===== config.mk =====
export PLATFORM = sky130hd
export DESIGN_NAME = up_down_counter255_host
export DESIGN_NICKNAME = d
export VERILOG_FILES = /design/src/rtl/up_down_counter255_host_pkg.sv /design/src/rtl/up_down_counter255_host_bus_cycle_engine.sv /design/src/rtl/up_down_counter255_host.sv
export SDC_FILE = /design/constraint.sdc
export NUM_CORES = 1
export LEC_CHECK = 0
export ABC_AREA = 1
export CAP_MARGIN = 30
export CORE_UTILIZATION = 55
export DETAILED_ROUTE_END_ITERATION = 10
export GPL_TIMING_DRIVEN = 0
export PLACE_DENSITY = 0.82
export SYNTH_ARGS = -nofsm -noshare
export SYNTH_HDL_FRONTEND = slang
export SYNTH_SLANG_ARGS = --single-unit

===== constraint.sdc =====
create_clock -name clk_in -period 4.5 [get_ports clk_in]
set_clock_uncertainty 0.2 [all_clocks]
set_input_delay 0.675 -clock clk_in [delete_from_list [all_inputs] [get_ports clk_in]]
set_output_delay 0.675 -clock clk_in [all_outputs]
set_load 0.005 [all_outputs]

===== src/rtl/up_down_counter255_host_pkg.sv =====
// Shared types and constants for the up/down counter host sequencer.
package up_down_counter255_host_pkg;

    typedef enum logic [3:0] {
        ST_IDLE,
        ST_CHECK,
        ST_WR_SETUP,
        ST_WR_STROBE,
        ST_WR_HOLD,
        ST_RD_SETUP,
        ST_RD_STROBE,
        ST_RD_CAPTURE,
        ST_START,
        ST_WAIT_EC,
        ST_FINISH
    } state_t;

    typedef enum logic [1:0] {
        PH_IDLE,
        PH_SETUP,
        PH_STROBE,
        PH_LAST
    } bus_phase_t;

    localparam logic [2:0] STS_OK          = 3'd0;
    localparam logic [2:0] STS_PARAM_ERR   = 3'd2;
    localparam logic [2:0] STS_VERIFY_FAIL = 3'd3;
    localparam logic [2:0] STS_RUN_ERR     = 3'd4;
    localparam logic [2:0] STS_TIMEOUT     = 3'd5;

    localparam logic [1:0] ADDR_PLR = 2'd0;
    localparam logic [1:0] ADDR_ULR = 2'd1;
    localparam logic [1:0] ADDR_LLR = 2'd2;
    localparam logic [1:0] ADDR_CCR = 2'd3;

    function automatic logic [15:0] sat_inc16(input logic [15:0] v);
        return (v == 16'hFFFF) ? v : v + 16'd1;
    endfunction

    // Limits must bracket the preload: llr <= plr <= ulr.
    function automatic logic params_bad(input logic [7:0] plr,
                                        input logic [7:0] ulr,
                                        input logic [7:0] llr);
        return (llr > plr) || (plr > ulr);
    endfunction

endpackage


===== src/rtl/up_down_counter255_host_bus_cycle_engine.sv =====
// Single 3-cycle bus transaction engine (setup / strobe / hold-or-capture).
module bus_cycle_engine (
    input  logic       clk_in,
    input  logic       reset_in,
    input  logic       req,
    input  logic       wr,
    input  logic [1:0] addr,
    input  logic [7:0] wdata,
    output logic       ack,
    output logic [7:0] rdata,
    output logic       nwr_out,
    output logic       nrd_out,
    output logic [1:0] addr_out,
    output logic [7:0] dout,
    output logic       dout_oe,
    input  logic [7:0] din
);
    import up_down_counter255_host_pkg::*;

    bus_phase_t phase_q;
    logic       wr_q;
    logic [1:0] addr_q;
    logic [7:0] wdata_q;
    logic       take;

    // A new request may start straight out of the last phase so cycles run back to back.
    assign take = req && ((phase_q == PH_IDLE) || (phase_q == PH_LAST));

    always_ff @(posedge clk_in) begin
        if (reset_in) begin
            phase_q <= PH_IDLE;
            wr_q    <= 1'b0;
            addr_q  <= 2'd0;
            wdata_q <= 8'd0;
        end else begin
            case (phase_q)
                PH_SETUP:  phase_q <= PH_STROBE;
                PH_STROBE: phase_q <= PH_LAST;
                default:   phase_q <= take ? PH_SETUP : PH_IDLE;
            endcase
            if (take) begin
                wr_q   <= wr;
                addr_q <= addr;
                if (wr) wdata_q <= wdata;
            end
        end
    end

    assign ack      = (phase_q == PH_LAST);
    assign rdata    = din;
    assign addr_out = addr_q;
    assign dout     = wdata_q;
    assign dout_oe  = wr_q && (phase_q != PH_IDLE);
    assign nwr_out  = !(wr_q && (phase_q == PH_STROBE));
    assign nrd_out  = !(!wr_q && ((phase_q == PH_STROBE) || (phase_q == PH_LAST)));

endmodule


===== src/rtl/up_down_counter255_host.sv =====
// Host sequencer: program, verify and start the 8-bit up/down counter, then wait for end-of-cycle.
//   state       | meaning
//   IDLE        | ready for a command, bus released
//   CHECK       | validate latched limits
//   WR_*        | write PLR, ULR, LLR, CCR in turn
//   RD_*        | read back and compare the four registers
//   START       | one-cycle start pulse
//   WAIT_EC     | wait for ec / err / timeout
//   FINISH      | done pulse, bus released
module up_down_counter255_host #(
    parameter logic [15:0] TIMEOUT_CYC = 16'd4096,
    parameter int          VERIFY_EN   = 1
) (
    input  logic       clk_in,
    input  logic       reset_in,
    input  logic       cmd_valid,
    output logic       cmd_ready,
    input  logic [7:0] plr_in,
    input  logic [7:0] ulr_in,
    input  logic [7:0] llr_in,
    input  logic [7:0] ccr_in,
    output logic       ncs_out,
    output logic       nwr_out,
    output logic       nrd_out,
    output logic [1:0] addr_out,
    output logic [7:0] dout,
    output logic       dout_oe,
    input  logic [7:0] din,
    output logic       start_out,
    input  logic       err_in,
    input  logic       ec_in,
    input  logic [7:0] count_in,
    output logic       done,
    output logic [2:0] status,
    output logic [7:0] last_count
);
    import up_down_counter255_host_pkg::*;

    state_t      state_q, state_d;
    logic [1:0]  idx_q, idx_d;
    logic [7:0]  regs_q [4];
    logic [2:0]  status_q, status_d;
    logic [7:0]  last_count_q, last_count_d;
    logic [15:0] tmo_q, tmo_d;
    logic        latch;
    logic        eng_req, eng_wr, eng_ack;
    logic [7:0]  eng_rdata;

    always_ff @(posedge clk_in) begin
        if (reset_in) begin
            state_q      <= ST_IDLE;
            idx_q        <= 2'd0;
            status_q     <= STS_OK;
            last_count_q <= 8'd0;
            tmo_q        <= 16'd0;
            for (int i = 0; i < 4; i++) regs_q[i] <= 8'd0;
        end else begin
            state_q      <= state_d;
            idx_q        <= idx_d;
            status_q     <= status_d;
            last_count_q <= last_count_d;
            tmo_q        <= tmo_d;
            if (latch) begin
                regs_q[ADDR_PLR] <= plr_in;
                regs_q[ADDR_ULR] <= ulr_in;
                regs_q[ADDR_LLR] <= llr_in;
                regs_q[ADDR_CCR] <= ccr_in;
            end
        end
    end

    always_comb begin
        state_d      = state_q;
        idx_d        = idx_q;
        status_d     = status_q;
        last_count_d = last_count_q;
        tmo_d        = tmo_q;
        latch        = 1'b0;
        case (state_q)
            ST_IDLE: begin
                if (cmd_valid) begin
                    latch    = 1'b1;
                    status_d = STS_OK;
                    state_d  = ST_CHECK;
                end
            end
            ST_CHECK: begin
                if (params_bad(regs_q[ADDR_PLR], regs_q[ADDR_ULR], regs_q[ADDR_LLR])) begin
                    status_d = STS_PARAM_ERR;
                    state_d  = ST_FINISH;
                end else begin
                    idx_d   = ADDR_PLR;
                    state_d = ST_WR_SETUP;
                end
            end
            ST_WR_SETUP:  state_d = ST_WR_STROBE;
            ST_WR_STROBE: state_d = ST_WR_HOLD;
            ST_WR_HOLD: begin
                if (eng_ack) begin
                    if (idx_q != ADDR_CCR) begin
                        idx_d   = idx_q + 2'd1;
                        state_d = ST_WR_SETUP;
                    end else if (VERIFY_EN != 0) begin
                        idx_d   = ADDR_PLR;
                        state_d = ST_RD_SETUP;
                    end else begin
                        state_d = ST_START;
                    end
                end
            end
            ST_RD_SETUP:  state_d = ST_RD_STROBE;
            ST_RD_STROBE: state_d = ST_RD_CAPTURE;
            ST_RD_CAPTURE: begin
                if (eng_ack) begin
                    if (eng_rdata != regs_q[idx_q]) begin
                        status_d = STS_VERIFY_FAIL;
                        state_d  = ST_FINISH;
                    end else if (idx_q == ADDR_CCR) begin
                        state_d = ST_START;
                    end else begin
                        idx_d   = idx_q + 2'd1;
                        state_d = ST_RD_SETUP;
                    end
                end
            end
            ST_START: begin
                tmo_d   = 16'd0;
                state_d = ST_WAIT_EC;
            end
            ST_WAIT_EC: begin
                // tmo_d counts WAIT_EC cycles elapsed including this one.
                tmo_d = sat_inc16(tmo_q);
                if (ec_in) begin
                    last_count_d = count_in;
                    status_d     = STS_OK;
                    state_d      = ST_FINISH;
                end else if (err_in) begin
                    status_d = STS_RUN_ERR;
                    state_d  = ST_FINISH;
                end else if (tmo_d == TIMEOUT_CYC) begin
                    status_d = STS_TIMEOUT;
                    state_d  = ST_FINISH;
                end
            end
            ST_FINISH: state_d = ST_IDLE;
            default:   state_d = ST_IDLE;
        endcase
    end

    // Request is issued one cycle ahead so the engine's SETUP lines up with *_SETUP.
    assign eng_req = (state_d == ST_WR_SETUP) || (state_d == ST_RD_SETUP);
    assign eng_wr  = (state_d == ST_WR_SETUP);

    bus_cycle_engine u_bus (
        .clk_in   (clk_in),
        .reset_in (reset_in),
        .req      (eng_req),
        .wr       (eng_wr),
        .addr     (idx_d),
        .wdata    (regs_q[idx_d]),
        .ack      (eng_ack),
        .rdata    (eng_rdata),
        .nwr_out  (nwr_out),
        .nrd_out  (nrd_out),
        .addr_out (addr_out),
        .dout     (dout),
        .dout_oe  (dout_oe),
        .din      (din)
    );

    assign cmd_ready  = (state_q == ST_IDLE) && !reset_in;
    assign ncs_out    = !((state_q != ST_IDLE) && (state_q != ST_CHECK) && (state_q != ST_FINISH));
    assign start_out  = (state_q == ST_START);
    assign done       = (state_q == ST_FINISH);
    assign status     = status_q;
    assign last_count = last_count_q;

endmodule


**Run 1: cell area per tile**

10 x 10 tiles, from white (low) to dark blue (high), 0 to 100% covered.
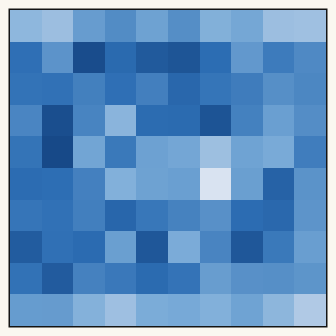
- mean over tiles: 64%
- fullest tile: 90%
- tiles over 75% full: 23%
FP Util: 57.48%
final core utilization: 70.63%
core box area: 8848 sq um

**Run 1: pin placement**

Pins as bars across the die edge, other pins in gray.
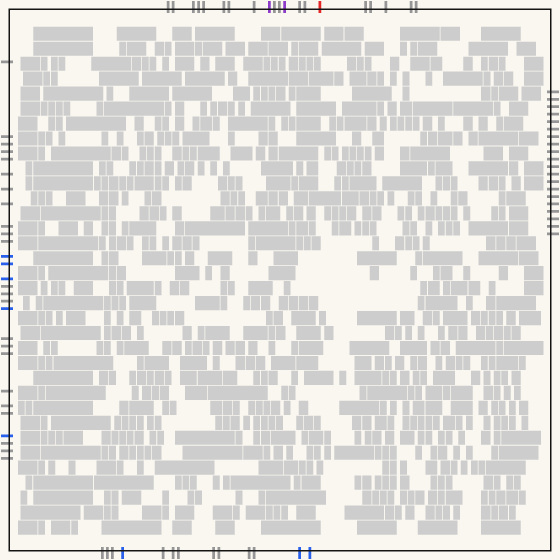
- addr_out: purple (pins 2; direction output; edge top)
- din: blue (pins 8; direction input; edge 5 left, 3 bottom)
- cmd_valid: red (pins 1; direction input; edge top)
- all pins by edge: 28 left, 20 top, 20 right, 13 bottom

**Run 1: clock wires, drivers and flops**

Bar = 20 microns.
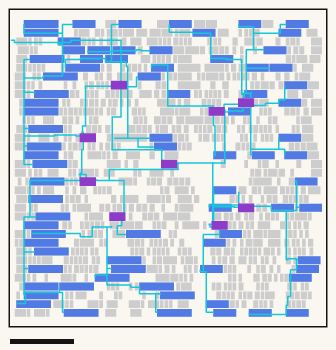
- clock wires: cyan (length 1030 microns)
- clock-net drivers: purple (count 9)
- flip-flops: blue (count 78)
- flops lie: widely spread

**Run 1: met3 routing**

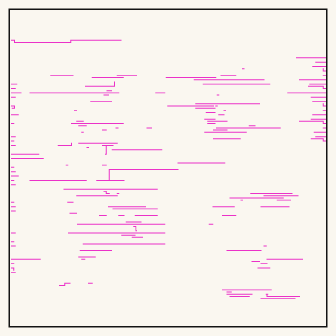
- share of all routed wire: 6.6%
- longest straight run: 29.9 microns
- main direction: horizontal
- nets with wire on the layer: 113
vias: 5109
final wirelength: 13520 microns
met3 GRT Util: 4.581%

==> run summary, run 1 <==
run metrics: Top pwr grp=combinational cells, Slew @ Worst Pin=0.7674 ns, dominant cell type by area after synthesis=edfxtp_1, Power Internal=1.648 mW, failing checks=DRC, pwr/cell area=444.4 nW/um^2, tap cells=108, share of cells above drive strength 1=6.714%, most common cell in the synthesized netlist=nand2_1, hold worst-path end=last_count[0], Leakage=2.802 nW, Area growth, synth to finish=22.88%, CP cell instances=ha_1 > nand2_1 > nor2_1 > a21boi_0 > o21ai_0 > o21ai_0 > nand2_1 > o21ai_0 > a21oi_1 > nand2_2 > clkinv_1 > nand3_1 > nand2_1 > nor2_1 > nor2_1, Synth Area in Compound Gates=9.028%, CP bufs+invs=1, Logic Gate Count=533, setup tns final=0 ns, Total Power=2.777 mW, Seq/total area=30.11%, clk tree area frac=3.303%, Top class by area=multi-input combinational cells, routed length on met3=897 microns, delay-heaviest family, CP=simple AND/OR/NAND/NOR gates, Clk Tree Root Cell=clkbuf_8, FF-to-FF path depth=15, worst min-delay path category=register to register, Die Size=9636 sq um, Max Root-Sink Buffers=2, GRT Util Overall=29.32%, Initial DRC Count=285, Yosys Instances=753, placed insts=940, run status=complete, but fails checks, CTS tree=done, GR Layer Usage met2=54.01%, Async S/R FF share, synth=0%, Die W=98.17 microns, synthesized instance count=753, maximum vdd drop=0.2333 mV, largest net degree at the start of global routing=33, Port-buffer cells=79, pre-CTS WS=1.261 ns, first-pass GRT wire length=22340 microns, # hold bufs at CTS=0, clkbuf count=10, Crit path depth=15, Clk power=0.552 mW, iteration tally of the first detailed-router pass=8, fillcell total=754, non-clk buf share=15.00%, Resize count post-CTS=0, Clk Latency, worst-skew pair=0.36 ns, Combinational Power Share=42.7%, final instance count without filler cells=957, Synth flops=78, area share, top type=18.89%, Ports=81, EDFF count, synth=32, synth warn=0, critical path data arrival time=3.38 ns, Peak Freq=301.1 MHz, crit-path max cell delay=0.45 ns, Tool Warnings=30, total CTS buffers=9, CTS sink cnt=78, Gate Area=2633 sq um, Final period util=73.80%, leading registers by flop count=regs_q (32), tmo_q (16), met2 WL=6942 microns, sequential fraction of design power=37.5%, Remaining Overflow, GRT=0, setup violators final=0, Syn Std Cell Area=5086 sq um, clock power share=19.9%, DRT met1 WL=5371 microns, Syn Area/Cell=6.754 sq um, area reported by Yosys stat=5086 sq um, sequential cells=78, HPWL after DPL=10560 microns, hold path start=last_count[0], post-synthesis sequential area ratio=37.00%, P_comb=1.19 mW, Final WS setup=1.179 ns, final hold violation count=0, busiest grt layer=met2, Antenna Nets Post-Route=0, M1 GR Usage=33.76%, Reg area=1882 sq um, WHS Path Cells=2, Worst slew margin=47.52%, Worst path slowest cell=edfxtp_1, Die Ht=98.17 microns, r2r endpoint=u_bus.dout[0], Non-clock buffers=101, Setup crit end kind=register, Startpoint Class=register, clock period minus worst slack=3.321 ns, R2R setup slack=1.18 ns, Finished Cell Area=6250 sq um, DRC=5, DR top layer=met4, Most used DFF post-synth=dfxtp_1, Adder Area Share=5.658%, final slew viol count=0
**Run 1: cell placement**

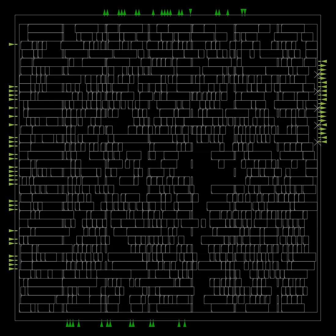

==> inputs of run 2 (changes only) <==
--- a/config.mk
+++ b/config.mk
@@ -7,10 +7,10 @@
 export LEC_CHECK = 0
 export ABC_AREA = 1
 export CAP_MARGIN = 30
-export CORE_UTILIZATION = 55
+export CORE_UTILIZATION = 49
 export DETAILED_ROUTE_END_ITERATION = 10
 export GPL_TIMING_DRIVEN = 0
-export PLACE_DENSITY = 0.82
+export PLACE_DENSITY = 0.77
 export SYNTH_ARGS = -nofsm -noshare
 export SYNTH_HDL_FRONTEND = slang
 export SYNTH_SLANG_ARGS = --single-unit
==> constraint.sdc (replaced) <==
create_clock -name clk_in -period 2.86 [get_ports clk_in]
set_clock_uncertainty 0.2 [all_clocks]
set_input_delay 0.429 -clock clk_in [delete_from_list [all_inputs] [get_ports clk_in]]
set_output_delay 0.429 -clock clk_in [all_outputs]
set_load 0.005 [all_outputs]
**Run 2: cell placement**

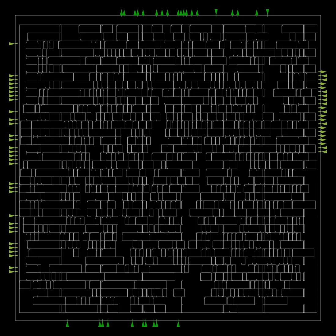
tap cells: 133
sequential cells: 78

**Run 2: clock wires, drivers and flops**

Bar = 20 microns.
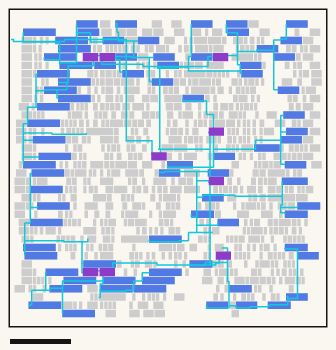
- clock wires: cyan (length 1070 microns)
- flip-flops: blue (count 78)
- clock-net drivers: purple (count 9)
- routed clock nets: 10
- flops lie: widely spread

==> run summary, run 2 <==
run metrics: CTS tree=done, worst min-delay path category=register to register, # hold bufs at CTS=0 (unchanged), EDFF count, synth=32 (unchanged), first-pass GRT wire length=22680 microns (+1.5%), CP bufs+invs=2 (+1), Worst slew margin=54.07% (+6.6 points), area share, top type=18.89% (unchanged), Remaining Overflow, GRT=0 (unchanged), GR Layer Usage met2=47.76% (-6.2 points), Total Power=4.595 mW (+65%), CTS sink cnt=78 (unchanged), WHS Path Cells=2 (unchanged), maximum vdd drop=0.3972 mV (+70%), area reported by Yosys stat=5086 sq um (unchanged), final wirelength=14240 microns (+5.3%), FF-to-FF path depth=19 (+4), iteration tally of the first detailed-router pass=4 (-4), Leakage=2.990 nW (+6.7%), Resize count post-CTS=8 (+8), Most used DFF post-synth=dfxtp_1, Slew @ Worst Pin=0.6889 ns (-0.07852 ns), crit-path max cell delay=0.38 ns (-0.07 ns), clock power share=19.0% (-0.9 points), Worst Path Required=2.92 ns, Die Ht=103.9 microns (+5.8%), Synth Area in Compound Gates=9.028% (unchanged), Die W=103.9 microns (+5.8%), critical path data arrival time=2.81 ns (-0.57 ns), clkbuf count=11 (+1), Logic Gate Count=534 (+0.19%), vias per cell=5.185, synth warn=0 (unchanged), Die Size=10790 sq um (+12%), Finished Cell Area=6685 sq um (+7.0%), hold worst-path end=last_count[7], synthesized instance count=753 (unchanged), r2r endpoint=u_bus.dout[1], clock period minus worst slack=2.754 ns (-0.5668 ns), CP cell instances=ha_4 > nand2_2 > nor2_4 > nand2_4 > nor2_4 > clkinvlp_4 > nand3_2 > nor2_1 > nand2_1 > nor2_2 > nand2_2 > nand2_2 > nand2_2 > nor2_4 > nand3_4 > nor2_8 > inv_4 > nor2_1 > nor2_1, met3 GRT Util=4.699% (+0.12 points), Startpoint Class=register, Final Wtd Congestion=0.9632, post-synthesis sequential area ratio=37.00% (unchanged), Adder Area Share=5.658% (unchanged), Worst path slowest cell=dfxtp_4, core box area=9910 sq um (+12%), final instance count without filler cells=1008 (+5.3%), met2 WL=7177 microns (+3.4%), R2R setup slack=0.11 ns (-1.07 ns), Yosys Instances=753 (unchanged), final core utilization=67.46% (-3.2 points), Non-clock buffers=126 (+25%), DRT met1 WL=5770 microns (+7.4%), routed length on met3=736 microns (-18%), Final period util=96.30% (+22 points), Tool Warnings=30 (unchanged), setup tns final=0 ns (unchanged), setup violators final=0 (unchanged), dominant cell type by area after synthesis=edfxtp_1, Syn Std Cell Area=5086 sq um (unchanged), DRC=0 (-5), Final WS setup=0.1059 ns (-1.073 ns), final hold violation count=0 (unchanged), FP Util=51.33% (-6.2 points), P_comb=2.09 mW (+76%), Syn Area/Cell=6.754 sq um (unchanged), share of cells above drive strength 1=15.54% (+8.8 points), leading registers by flop count=regs_q (32), tmo_q (16), Setup crit end kind=register, run status=completed, Power Internal=2.700 mW (+64%), Antenna Nets Post-Route=0 (unchanged), hold path start=last_count[7], Peak Freq=363.1 MHz (+21%), Clk power=0.871 mW (+58%), Ports=81 (unchanged), M1 GR Usage=29.68% (-4.1 points), Area growth, synth to finish=31.44%, Max Root-Sink Buffers=2 (unchanged), Top class by area=multi-input combinational cells, Reg area=1902 sq um (+1.1%), placed insts=965 (+2.7%), Largest Register=regs_q, Combinational Power Share=45.5% (+2.8 points), final slew viol count=0 (unchanged), sequential fraction of design power=35.6% (-1.9 points), Top pwr grp=combinational cells, most common cell in the synthesized netlist=nand2_1, DR top layer=met4, delay-heaviest family, CP=simple AND/OR/NAND/NOR gates, busiest grt layer=met2, total CTS buffers=9 (unchanged), pwr/cell area=687.4 nW/um^2 (+55%), Clk Latency, worst-skew pair=0.37 ns (about the same), GRT Util Overall=26.26% (-3.1 points), clk tree area frac=3.163% (-0.14 points), Crit path depth=19 (+4), HPWL after DPL=10460 microns (-0.95%), Clk Tree Root Cell=clkbuf_8, fillcell total=888 (+18%), Initial DRC Count=238 (-16%), non-clk buf share=17.01% (+2.0 points), Gate Area=2803 sq um (+6.5%), Synth flops=78 (unchanged), Port-buffer cells=79 (unchanged), Seq/total area=28.45% (-1.7 points)
**Run 2: pin placement**

Pins as bars across the die edge, other pins in gray.
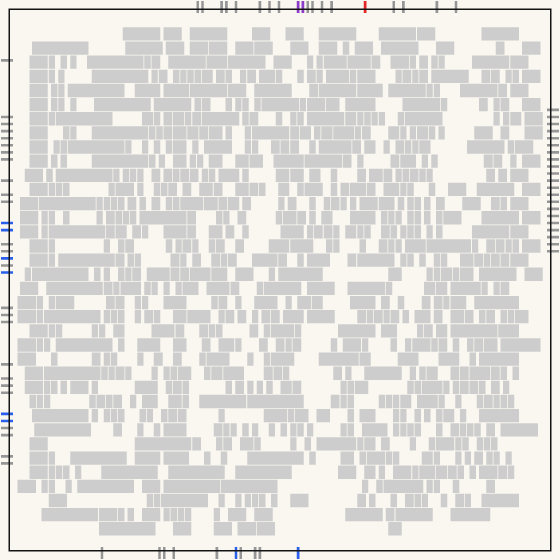

==> inputs of run 3 (changes only) <==
--- a/config.mk
+++ b/config.mk
@@ -5,7 +5,6 @@
 export SDC_FILE = /design/constraint.sdc
 export NUM_CORES = 1
 export LEC_CHECK = 0
-export ABC_AREA = 1
 export CAP_MARGIN = 30
 export CORE_UTILIZATION = 49
 export DETAILED_ROUTE_END_ITERATION = 10
**Run 3: pin placement**

Pins as bars across the die edge, other pins in gray.
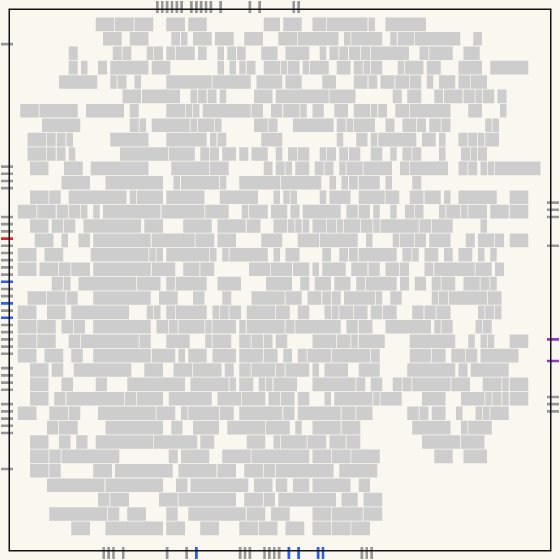
- addr_out: purple (pins 2; direction output; edge right)
- din: blue (pins 8; direction input; edge 5 bottom, 3 left)
- cmd_valid: red (pins 1; direction input; edge left)

**Run 3: clock wires, drivers and flops**

Bar = 20 microns.
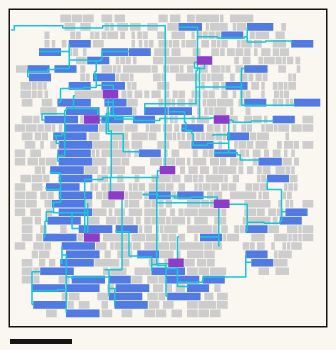
- clock wires: cyan (length 1100 microns)
- clock-net drivers: purple (count 9)
- flip-flops: blue (count 78)
- flops lie: widely spread

==> run summary, run 3 <==
run metrics: setup tns final=-4.118 ns (-4.118 ns), final instance count without filler cells=779 (-23%), Die Ht=102.0 microns (-1.8%), Clk Latency, worst-skew pair=0.38 ns (about the same), Antenna Nets Post-Route=0 (unchanged), met2 WL=6787 microns (-5.4%), Synth Area in Compound Gates=15.40% (+6.4 points), Port-buffer cells=80 (+1.3%), dominant kind of combinational cell=simple AND/OR/NAND/NOR gates, Startpoint Class=register, Ports=81 (unchanged), Largest Register=regs_q, final core utilization=66.86% (-0.60 points), CP bufs+invs=2 (unchanged), total CTS buffers=9 (unchanged), DR top layer=met4, r2r endpoint=u_bus.dout[7], met3 GRT Util=4.720% (+0.020 points), vias per cell=5.953 (+15%), failing checks=setup timing, tap cells=133 (unchanged), Setup crit end kind=register, Reg area=1904 sq um (+0.13%), pwr/cell area=702.3 nW/um^2 (+2.2%), leading registers by flop count=regs_q (32), tmo_q (16), iteration tally of the first detailed-router pass=5 (+1), hold worst-path end=last_count[3], Die Size=10400 sq um (-3.6%), area reported by Yosys stat=4900 sq um (-3.7%), Logic Gate Count=394 (-26%), hold path start=last_count[3], Final Wtd Congestion=0.9130 (-5.2%), sequential fraction of design power=35.5% (about the same), routed length on met3=985 microns (+34%), placed insts=747 (-23%), M1 GR Usage=36.60% (+6.9 points), synthesized instance count=534 (-29%), worst min-delay path category=register to register, delay-heaviest family, CP=simple AND/OR/NAND/NOR gates, clock power share=18.4% (-0.6 points), Gate Area=2978 sq um (+6.3%), GRT Util Overall=27.23% (+0.97 points), CTS sink cnt=78 (unchanged), busiest grt layer=met2, FP Util=50.36% (-0.97 points), Slew @ Worst Pin=0.6384 ns (-0.05052 ns), Most used DFF post-synth=dfxtp_1, DRC=0 (unchanged), clk tree area frac=2.943% (-0.22 points), final wirelength=13950 microns (-2.1%), setup violators final=12 (+12), Combinational Power Share=46.1% (+0.6 points), R2R setup slack=-0.44 ns (-0.55 ns), Power Internal=2.809 mW (+4.0%), Remaining Overflow, GRT=0 (unchanged), Syn Area/Cell=9.175 sq um (+36%), EDFF count, synth=32 (unchanged), GR Layer Usage met2=44.04% (-3.7 points), final hold violation count=0 (unchanged), HPWL after DPL=9656 microns (-7.7%), maximum vdd drop=0.3821 mV (-3.8%), Clk Tree Root Cell=clkbuf_8, Non-clock buffers=134 (+6.3%), WHS Path Cells=2 (unchanged), Final WS setup=-0.4412 ns (-0.5471 ns), Adder Area Share=5.873% (+0.22 points), area share, top type=19.61% (+0.72 points), run status=complete, but fails checks, Clk power=0.843 mW (-3.2%), Yosys Instances=534 (-29%), crit-path max cell delay=0.51 ns (+0.13 ns), synth warn=0 (unchanged), Top pwr grp=combinational cells, Worst Path Required=2.95 ns (+0.03 ns), core box area=9729 sq um (-1.8%), clkbuf count=11 (unchanged), top cells, area=edfxtp_1 20%, dfxtp_1 19%, ha_1 5.9%, CTS tree=done, Area growth, synth to finish=32.76%, Worst slew margin=57.44% (+3.4 points), FF-to-FF path depth=11 (-8), fillcell total=798 (-10%), Max Root-Sink Buffers=2 (unchanged), Worst path slowest cell=mux4_2, critical path startpoint=idx_q[0], Syn Std Cell Area=4900 sq um (-3.7%), non-clk buf share=18.06% (+1.0 points), Tool Warnings=33 (+10%), Die W=102.0 microns (-1.8%), critical path data arrival time=3.39 ns (+0.58 ns), share of cells above drive strength 1=18.89% (+3.3 points), Seq/total area=29.27% (+0.83 points), Synth flops=78 (unchanged), final slew viol count=0 (unchanged), Resize count post-CTS=44 (+36)
Power and IR drop assume default switching activity.
